==> run_1/wire_density.png <==
Scale: 4 px per um. The die is cut into 18 by 19 equal tiles; dark purple is low, yellow is high, scaled to the fullest tile. Values are wire area over tile area, all layers added.
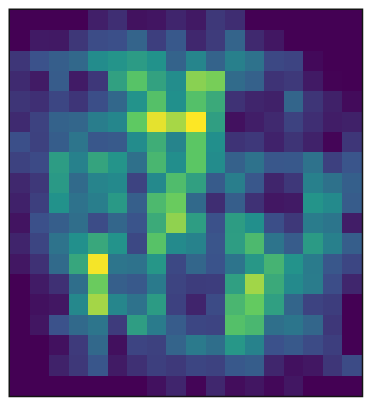
==> run_1/final_clocks.png <==
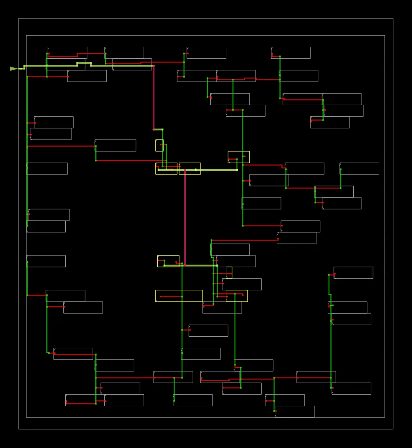
==> run_1/cell_classes.png <==
Scale: 4 px per um.
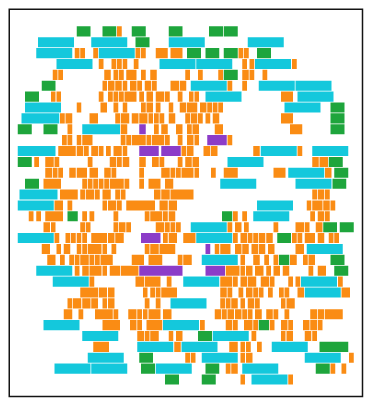
File: config.mk
export PLATFORM = sky130hd
export DESIGN_NAME = hue_sweep_sequencer
export DESIGN_NICKNAME = d
export VERILOG_FILES = /design/src/rtl/hue_sweep_sequencer.sv
export SDC_FILE = /design/constraint.sdc
export NUM_CORES = 1
export LEC_CHECK = 0
export ABC_AREA = 1
export CAP_MARGIN = 10
export CORE_ASPECT_RATIO = 1.1
export CORE_MARGIN = 1.5
export CORE_UTILIZATION = 45
export DETAILED_ROUTE_END_ITERATION = 16
export MAX_ROUTING_LAYER = met4
export PLACE_DENSITY = 0.67
export SLEW_MARGIN = 10
export SYNTH_ARGS = -nofsm -noshare
export SYNTH_HDL_FRONTEND = slang
export SYNTH_SLANG_ARGS = --single-unit
File: constraint.sdc
create_clock -name clk -period 3.3 [get_ports clk]
set_input_delay 0.66 -clock clk [delete_from_list [all_inputs] [get_ports clk]]
set_output_delay 0.66 -clock clk [all_outputs]
set_load 0.05 [all_outputs]
File: src/rtl/hue_sweep_sequencer.sv
// Colour-wheel sweep sequencer: steps R/G/B duty words around six 60-degree sectors
// and publishes every new duty triple to the PWM bank over a valid/ready handshake.
module hue_sweep_sequencer #(
    parameter int STEP_CYCLES      = 20000,
    parameter int STEPS_PER_SECTOR = 100,
    parameter int DUTY_MAX         = 1200,
    parameter int DUTY_W           = $clog2(DUTY_MAX + 1)
) (
    input  logic              clk,
    input  logic              rst,
    input  logic              en,
    input  logic              restart,
    input  logic              upd_ready,
    output logic              upd_valid,
    output logic [DUTY_W-1:0] duty_r,
    output logic [DUTY_W-1:0] duty_g,
    output logic [DUTY_W-1:0] duty_b,
    output logic [2:0]        sector,
    output logic              sector_done
);

    localparam int STEP = DUTY_MAX / STEPS_PER_SECTOR;
    localparam int PW   = (STEP_CYCLES > 1) ? $clog2(STEP_CYCLES) : 1;
    localparam int SW   = (STEPS_PER_SECTOR > 1) ? $clog2(STEPS_PER_SECTOR) : 1;

    localparam logic [PW-1:0]     PRESC_TC = PW'(STEP_CYCLES - 1);
    localparam logic [SW-1:0]     STEP_TC  = SW'(STEPS_PER_SECTOR - 1);
    localparam logic [DUTY_W-1:0] MAX_W    = DUTY_W'(DUTY_MAX);
    localparam logic [DUTY_W-1:0] STEP_W   = DUTY_W'(STEP);
    localparam logic [DUTY_W-1:0] ZERO_W   = '0;

    // A non-integer step would leave the ramp short of full-on at the sector edge.
    generate
        if (DUTY_MAX % STEPS_PER_SECTOR != 0) begin : g_bad_step
            $error("DUTY_MAX must be a multiple of STEPS_PER_SECTOR");
        end
    endgenerate

    typedef enum logic [1:0] {
        IDLE  = 2'd0,
        RUN   = 2'd1,
        STALL = 2'd2
    } state_t;

    state_t            state_q, state_d;
    logic [PW-1:0]     presc_q, presc_d;
    logic [SW-1:0]     step_q, step_d;
    logic [2:0]        sector_q, sector_d;
    logic [DUTY_W-1:0] duty_r_q, duty_r_d;
    logic [DUTY_W-1:0] duty_g_q, duty_g_d;
    logic [DUTY_W-1:0] duty_b_q, duty_b_d;
    logic              upd_valid_q, upd_valid_d;
    logic              sector_done_q, sector_done_d;

    logic              at_tc;
    logic              step_evt;
    logic              sector_wrap;
    logic [SW-1:0]     step_nx;
    logic [2:0]        sector_nx;
    logic [DUTY_W-1:0] up, dn;
    logic [DUTY_W-1:0] tab_r, tab_g, tab_b;

    // State register
    always_ff @(posedge clk or posedge rst) begin
        if (rst) begin
            state_q       <= IDLE;
            presc_q       <= '0;
            step_q        <= '0;
            sector_q      <= '0;
            duty_r_q      <= MAX_W;
            duty_g_q      <= '0;
            duty_b_q      <= '0;
            upd_valid_q   <= 1'b0;
            sector_done_q <= 1'b0;
        end else begin
            state_q       <= state_d;
            presc_q       <= presc_d;
            step_q        <= step_d;
            sector_q      <= sector_d;
            duty_r_q      <= duty_r_d;
            duty_g_q      <= duty_g_d;
            duty_b_q      <= duty_b_d;
            upd_valid_q   <= upd_valid_d;
            sector_done_q <= sector_done_d;
        end
    end

    assign at_tc    = (presc_q == PRESC_TC);
    assign step_evt = en && (state_q != IDLE) && at_tc && (!upd_valid_q || upd_ready);

    // Next-state logic
    always_comb begin
        state_d = state_q;
        unique case (state_q)
            IDLE:    if (en) state_d = RUN;
            RUN: begin
                if (!en)
                    state_d = IDLE;
                else if (at_tc && upd_valid_q && !upd_ready)
                    state_d = STALL;
            end
            STALL: begin
                if (!en)
                    state_d = IDLE;
                else if (upd_ready)
                    state_d = RUN;
            end
            default: state_d = IDLE;
        endcase
        if (restart)
            state_d = en ? RUN : IDLE;
    end

    // Colour-wheel table evaluated at the position the next step event lands on.
    always_comb begin
        sector_wrap = (step_q == STEP_TC);
        step_nx     = sector_wrap ? '0 : step_q + 1'b1;
        sector_nx   = sector_q;
        if (sector_wrap)
            sector_nx = (sector_q == 3'd5) ? 3'd0 : sector_q + 3'd1;
        up = DUTY_W'(step_nx) * STEP_W;
        dn = MAX_W - up;
        tab_r = ZERO_W;
        tab_g = ZERO_W;
        tab_b = ZERO_W;
        case (sector_nx)
            3'd0:    begin tab_r = MAX_W;  tab_g = up;     tab_b = ZERO_W; end
            3'd1:    begin tab_r = dn;     tab_g = MAX_W;  tab_b = ZERO_W; end
            3'd2:    begin tab_r = ZERO_W; tab_g = MAX_W;  tab_b = up;     end
            3'd3:    begin tab_r = ZERO_W; tab_g = dn;     tab_b = MAX_W;  end
            3'd4:    begin tab_r = up;     tab_g = ZERO_W; tab_b = MAX_W;  end
            default: begin tab_r = MAX_W;  tab_g = ZERO_W; tab_b = dn;     end
        endcase
    end

    // Output / datapath logic
    always_comb begin
        presc_d       = presc_q;
        step_d        = step_q;
        sector_d      = sector_q;
        duty_r_d      = duty_r_q;
        duty_g_d      = duty_g_q;
        duty_b_d      = duty_b_q;
        upd_valid_d   = upd_valid_q && !upd_ready;
        sector_done_d = 1'b0;

        if (restart) begin
            presc_d     = '0;
            step_d      = '0;
            sector_d    = 3'd0;
            duty_r_d    = MAX_W;
            duty_g_d    = ZERO_W;
            duty_b_d    = ZERO_W;
            upd_valid_d = 1'b1;
        end else if (step_evt) begin
            presc_d       = '0;
            step_d        = step_nx;
            sector_d      = sector_nx;
            duty_r_d      = tab_r;
            duty_g_d      = tab_g;
            duty_b_d      = tab_b;
            upd_valid_d   = 1'b1;
            sector_done_d = sector_wrap;
        end else if (state_q == IDLE || !en) begin
            presc_d = '0;
        end else if (state_q == RUN && !at_tc) begin
            presc_d = presc_q + 1'b1;
        end
    end

    assign upd_valid   = upd_valid_q;
    assign duty_r      = duty_r_q;
    assign duty_g      = duty_g_q;
    assign duty_b      = duty_b_q;
    assign sector      = sector_q;
    assign sector_done = sector_done_q;

endmodule

==> results.sh, run 1 <==
# flow metrics
export IMPL_pin_count=43
export IMPL_netlist_area_leader_share_pct=36.4
export IMPL_nets=535
export IMPL_cts_tree="done"
export IMPL_status="finished clean"
export IMPL_holdPathStages=2
export IMPL_warnings=30
export IMPL_finalSetupViolCount=0
export IMPL_drcViolationCount=0
export IMPL_area_growth_pct=16.2
export IMPL_hold_start="duty_g[9]"
export IMPL_critPathKind="flop to flop"
export IMPL_worst_pin_slew_ps=530
export IMPL_timing_critical_path_from="step_q[1]"
export IMPL_core_area_um2=7560
export IMPL_drt_iter0_drc=167
export IMPL_seq_share_pct=33.9
export IMPL_synth_top_flop_cell="dfrtp_1"
export IMPL_ys_cells=480
export IMPL_final_cells=626
export IMPL_fin_crit_sh_pct=86.6
export IMPL_cp_start_kind="flop"
export IMPL_fin_ws_ps=442
export IMPL_final_area_um2=4150
export IMPL_firstDrtPassIters=4
export IMPL_post_place_ws_ps=499
export IMPL_xor_area_share_pct=1.96
export IMPL_worst_endpoint_arrival_ps=3050
export IMPL_die_area_um2=8490
export IMPL_inverters_excl_clock=70
export IMPL_cts_resized=0
export IMPL_ys_warnings_count=0
export IMPL_critical_path_peak_fanout=6
export IMPL_top_usage_layer="met2"
export IMPL_ys_ff=56
export IMPL_numCtsBuffers=5
export IMPL_slew_limit_headroom_pct=64.6
export IMPL_seq_cells=56
export IMPL_buffer_area_share_pct=9.88
export IMPL_cts_sinks=56
export IMPL_clockPowerShare_pct=35.4
export IMPL_p_sw_w=0.000318
export IMPL_max_stage_delay_ps=450
export IMPL_endpoint_kind="flop"
export IMPL_min_to="duty_g[9]"
export IMPL_synthesis_area_um2=3570
export IMPL_dpl_cell_count=618
export IMPL_final_util_pct=55.0
export IMPL_powerClk_w=0.000449
export IMPL_largest_reg_flops=15
export IMPL_tap_cells=105
export IMPL_n_all_buffers=41
export IMPL_use_met1_pct=28.9
export IMPL_top_cell="nand2_1"
export IMPL_place_port_buffers=36
export IMPL_p_int_w=0.000951
export IMPL_cp_top_family="simple AND/OR/NAND/NOR gates"
export IMPL_cp_cell_sequence="ha_1 > nand2_1 > inv_1 > nand3_2 > nand2_1 > nor2_1 > ha_1 > a21oi_1 > a21boi_1 > nand2_1 > nand2_1 > nand2_1 > inv_1 > nand2_1 > a21oi_1 > o21ai_1"
export IMPL_largest_area_cell="dfrtp_1"
export IMPL_fmax_ghz=0.350
export IMPL_sh_comb_area_pct=44.2
export IMPL_synth_cells=480
export IMPL_finalPower_w=0.00127
export IMPL_p_leak_nw=2.01
export IMPL_cts_clk_slew_worst_paths_ps=100
export IMPL_rr_worst_depth=16
export IMPL_setup_tns_ps=0
export IMPL_diodes=0
export IMPL_top_layer_used="met4"
export IMPL_r2r_setup_slack_ps=440
export IMPL_grt_max_degree=57
export IMPL_place_gp_congestion=0.990
export IMPL_synth_edff_count=0
export IMPL_top_power_group="sequential cells"
export IMPL_routedWlPerCell_um=14.4
export IMPL_logic_area_um2=1840
export IMPL_p_seq_share_pct=55.6
export IMPL_cts_setup_buffers=0
Notes on wire_density.png above:
12% of the tiles are nearly empty. The fullest tile reaches 0.59. 18% of the tiles are over half the peak.

Notes on final_clocks.png above:
Worst Clk Skew: 8.70 ps
clk_buf instances: 6

Notes on cell_classes.png above:
Key: purple = clock drivers and dummy loads [cells 8, share of their area 2.7%]; cyan = flip-flops [cells 56, share of their area 35%]; green = other buffers and delay cells [cells 41, share of their area 10%]; orange = all other logic [cells 416, share of their area 52%]

## Run 2: what changed since run 1
Settings changed: GPL_ROUTABILITY_DRIVEN from default to 1.
==> run_2/cell_classes.png <==
Scale: 4 px per um.
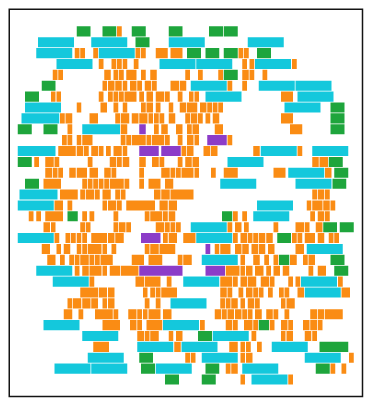
Key: cyan = flip-flops [cells 56, share of their area 35%]; purple = clock drivers and dummy loads [cells 8, share of their area 2.7%]; green = other buffers and delay cells [cells 41, share of their area 10%]; orange = all other logic [cells 416, share of their area 52%]

==> results.sh, run 2 <==
# flow metrics
export IMPL_ys_warnings_count=0
export IMPL_endpoint_kind="flop"
export IMPL_cts_resized=0
export IMPL_seq_share_pct=33.9
export IMPL_netlist_area_leader_share_pct=36.4
export IMPL_clockBufferDepth=2
export IMPL_p_seq_share_pct=55.6
export IMPL_hpwl_um=6940
export IMPL_final_area_um2=4150
export IMPL_status="finished clean"
export IMPL_use_met1_pct=28.9
export IMPL_nets=535
export IMPL_firstDrtPassIters=4
export IMPL_synth_top_flop_cell="dfrtp_1"
export IMPL_cts_setup_buffers=0
export IMPL_cp_cell_sequence="ha_1 > nand2_1 > inv_1 > nand3_2 > nand2_1 > nor2_1 > ha_1 > a21oi_1 > a21boi_1 > nand2_1 > nand2_1 > nand2_1 > inv_1 > nand2_1 > a21oi_1 > o21ai_1"
export IMPL_max_stage_delay_ps=450
export IMPL_drcViolationCount=0
export IMPL_fin_skew_ps=8.70
export IMPL_min_to="duty_g[9]"
export IMPL_n_all_buffers=41
export IMPL_logic_area_um2=1840
export IMPL_tap_cells=105
export IMPL_buffer_area_share_pct=9.88
export IMPL_power_density_nw_per_um2=305
export IMPL_synth_cells=480
export IMPL_top_power_group="sequential cells"
export IMPL_p_leak_nw=2.01
export IMPL_synth_cell_type_count=41
export IMPL_top_layer_used="met4"
export IMPL_fin_ws_ps=442
export IMPL_xor_area_share_pct=1.96
export IMPL_largest_area_cell="dfrtp_1"
export IMPL_worst_endpoint_arrival_ps=3050
export IMPL_synth_edff_count=0
export IMPL_place_gp_congestion=0.990
export IMPL_final_util_pct=55.0
export IMPL_fin_crit_sh_pct=86.6
export IMPL_final_cells=626
export IMPL_dpl_cell_count=618
export IMPL_pin_count=43
export IMPL_regMostFlops="presc_q"
export IMPL_grt_max_degree=57
export IMPL_holdPathStages=2
export IMPL_timing_critical_path_from="step_q[1]"
export IMPL_p_sw_w=0.000318
export IMPL_largest_reg_flops=15
export IMPL_slew_limit_headroom_pct=64.6
export IMPL_numCtsBuffers=5
export IMPL_hold_start="duty_g[9]"
export IMPL_sh_comb_area_pct=44.2
export IMPL_post_place_ws_ps=499
export IMPL_synthesis_area_um2=3570
export IMPL_critical_path_peak_fanout=6
export IMPL_area_growth_pct=16.2
export IMPL_place_port_buffers=36
export IMPL_critPathKind="flop to flop"
export IMPL_clock_buffers=6
export IMPL_worst_pin_slew_ps=530
export IMPL_clockPowerShare_pct=35.4
export IMPL_final_cell_mix="nand2_1, inv_1, dfrtp_1"
export IMPL_setup_tns_ps=0
export IMPL_ys_cells=480
export IMPL_drt_iter0_drc=167
export IMPL_cp_top_family="simple AND/OR/NAND/NOR gates"
export IMPL_finalSetupViolCount=0
export IMPL_cts_clk_slew_worst_paths_ps=100
export IMPL_warnings=30
export IMPL_top_usage_layer="met2"
export IMPL_die_area_um2=8490
export IMPL_cp_start_kind="flop"
export IMPL_routedWlPerCell_um=14.4
export IMPL_top_cell="nand2_1"
export IMPL_core_area_um2=7560
export IMPL_r2r_setup_slack_ps=440
export IMPL_diodes=0
export IMPL_inverters_excl_clock=70
export IMPL_finalPower_w=0.00127
export IMPL_cts_sinks=56
==> run_2/drive_strength.png <==
Scale: 3 px per um.
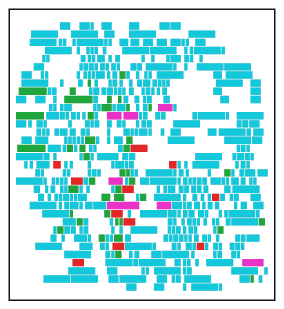
Key: red = drive 3 to 4 [cells 11, share 2.1%]; cyan = drive 1 or less [cells 462, share 89%]; green = drive 2 [cells 41, share 7.9%]; magenta = drive 6 and up [cells 7, share 1.3%]

==> run_2/met3.png <==
Scale: 4 px per um.
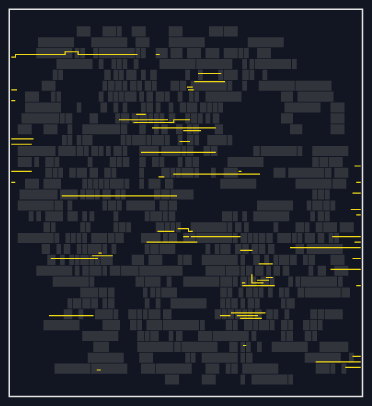

## Run 3: what changed since run 2
Settings changed: CORE_UTILIZATION 45 to 55, PLACE_DENSITY 0.67 to 0.79.
Clock period 3.3 ns to 3.2 ns, I/O delays scaled along.
==> run_3/met3.png <==
Scale: 4 px per um.
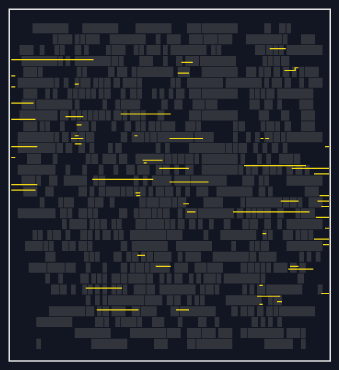
The layer holds 2.7% of the routed length. The wires run mostly horizontal.

==> run_3/wire_density.png <==
Scale: 4 px per um. The die is cut into 16 by 18 equal tiles; dark purple is low, yellow is high, scaled to the fullest tile. Values are wire area over tile area, all layers added.
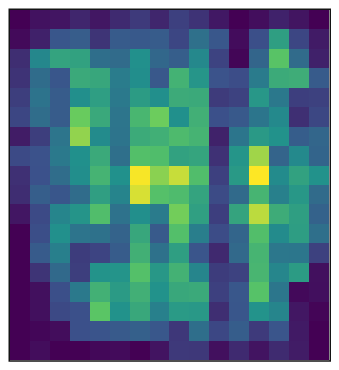
6.2% of the tiles are nearly empty. The mean over all tiles is 0.21. The densest ninth of the die: centre.

==> results.sh, run 3 <==
# flow metrics
export IMPL_worst_endpoint_arrival_ps=3030
export IMPL_final_cells=602
export IMPL_routedWlPerCell_um=15.2
export IMPL_core_area_um2=6230
export IMPL_tap_cells=80
export IMPL_cts_resized=0
export IMPL_endpoint_kind="flop"
export IMPL_rr_worst_depth=12
export IMPL_firstDrtPassIters=6
export IMPL_cp_start_kind="flop"
export IMPL_final_area_um2=4110
export IMPL_buffer_area_share_pct=10.2
export IMPL_powerClk_w=0.000402
export IMPL_finalSetupViolCount=0
export IMPL_max_stage_delay_ps=590
export IMPL_place_port_buffers=36
export IMPL_cts_setup_buffers=0
export IMPL_critical_path_peak_fanout=6
export IMPL_cts_tree="done"
export IMPL_p_int_w=0.000906
export IMPL_ys_ff=56
export IMPL_synth_top_flop_cell="dfrtp_1"
export IMPL_regMostFlops="presc_q"
export IMPL_sh_comb_area_pct=44.7
export IMPL_logic_area_um2=1840
export IMPL_post_place_ws_ps=362
export IMPL_place_gp_congestion=0.959
export IMPL_setup_tns_ps=0
export IMPL_top_usage_layer="met2"
export IMPL_top_layer_used="met4"
export IMPL_warnings=30
export IMPL_p_leak_nw=2.00
export IMPL_numCtsBuffers=5
export IMPL_area_growth_pct=15.1
export IMPL_inverters_excl_clock=70
export IMPL_synth_cell_type_count=41
export IMPL_cts_clk_slew_worst_paths_ps=100
export IMPL_clockPowerShare_pct=32.1
export IMPL_pin_count=43
export IMPL_synthesis_area_um2=3570
export IMPL_netlist_area_leader_share_pct=36.4
export IMPL_cp_top_family="adder cells"
export IMPL_drcViolationCount=0
export IMPL_r2r_setup_slack_ps=370
export IMPL_power_density_nw_per_um2=304
export IMPL_top_cell="nand2_1"
export IMPL_seq_share_pct=34.2
export IMPL_top_power_group="sequential cells"
export IMPL_final_cell_mix="nand2_1, inv_1, dfrtp_1"
export IMPL_n_all_buffers=42
export IMPL_min_to="duty_b[8]"
export IMPL_drt_iter0_drc=228
export IMPL_cts_sinks=56
export IMPL_p_seq_share_pct=58.1
export IMPL_synth_cells=480
export IMPL_largest_reg_flops=15
export IMPL_p_sw_w=0.000345
export IMPL_seq_cells=56
export IMPL_worst_pin_slew_ps=621
export IMPL_timing_critical_path_from="step_q[1]"
export IMPL_status="finished clean"
export IMPL_ys_warnings_count=0
export IMPL_fmax_ghz=0.353
export IMPL_diodes=0
export IMPL_use_met1_pct=33.6
export IMPL_finalPower_w=0.00125
export IMPL_fin_crit_sh_pct=88.5
export IMPL_ys_cells=480
export IMPL_hold_start="duty_b[8]"
export IMPL_hpwl_um=7060
export IMPL_clock_buffers=6
export IMPL_slew_limit_headroom_pct=58.5
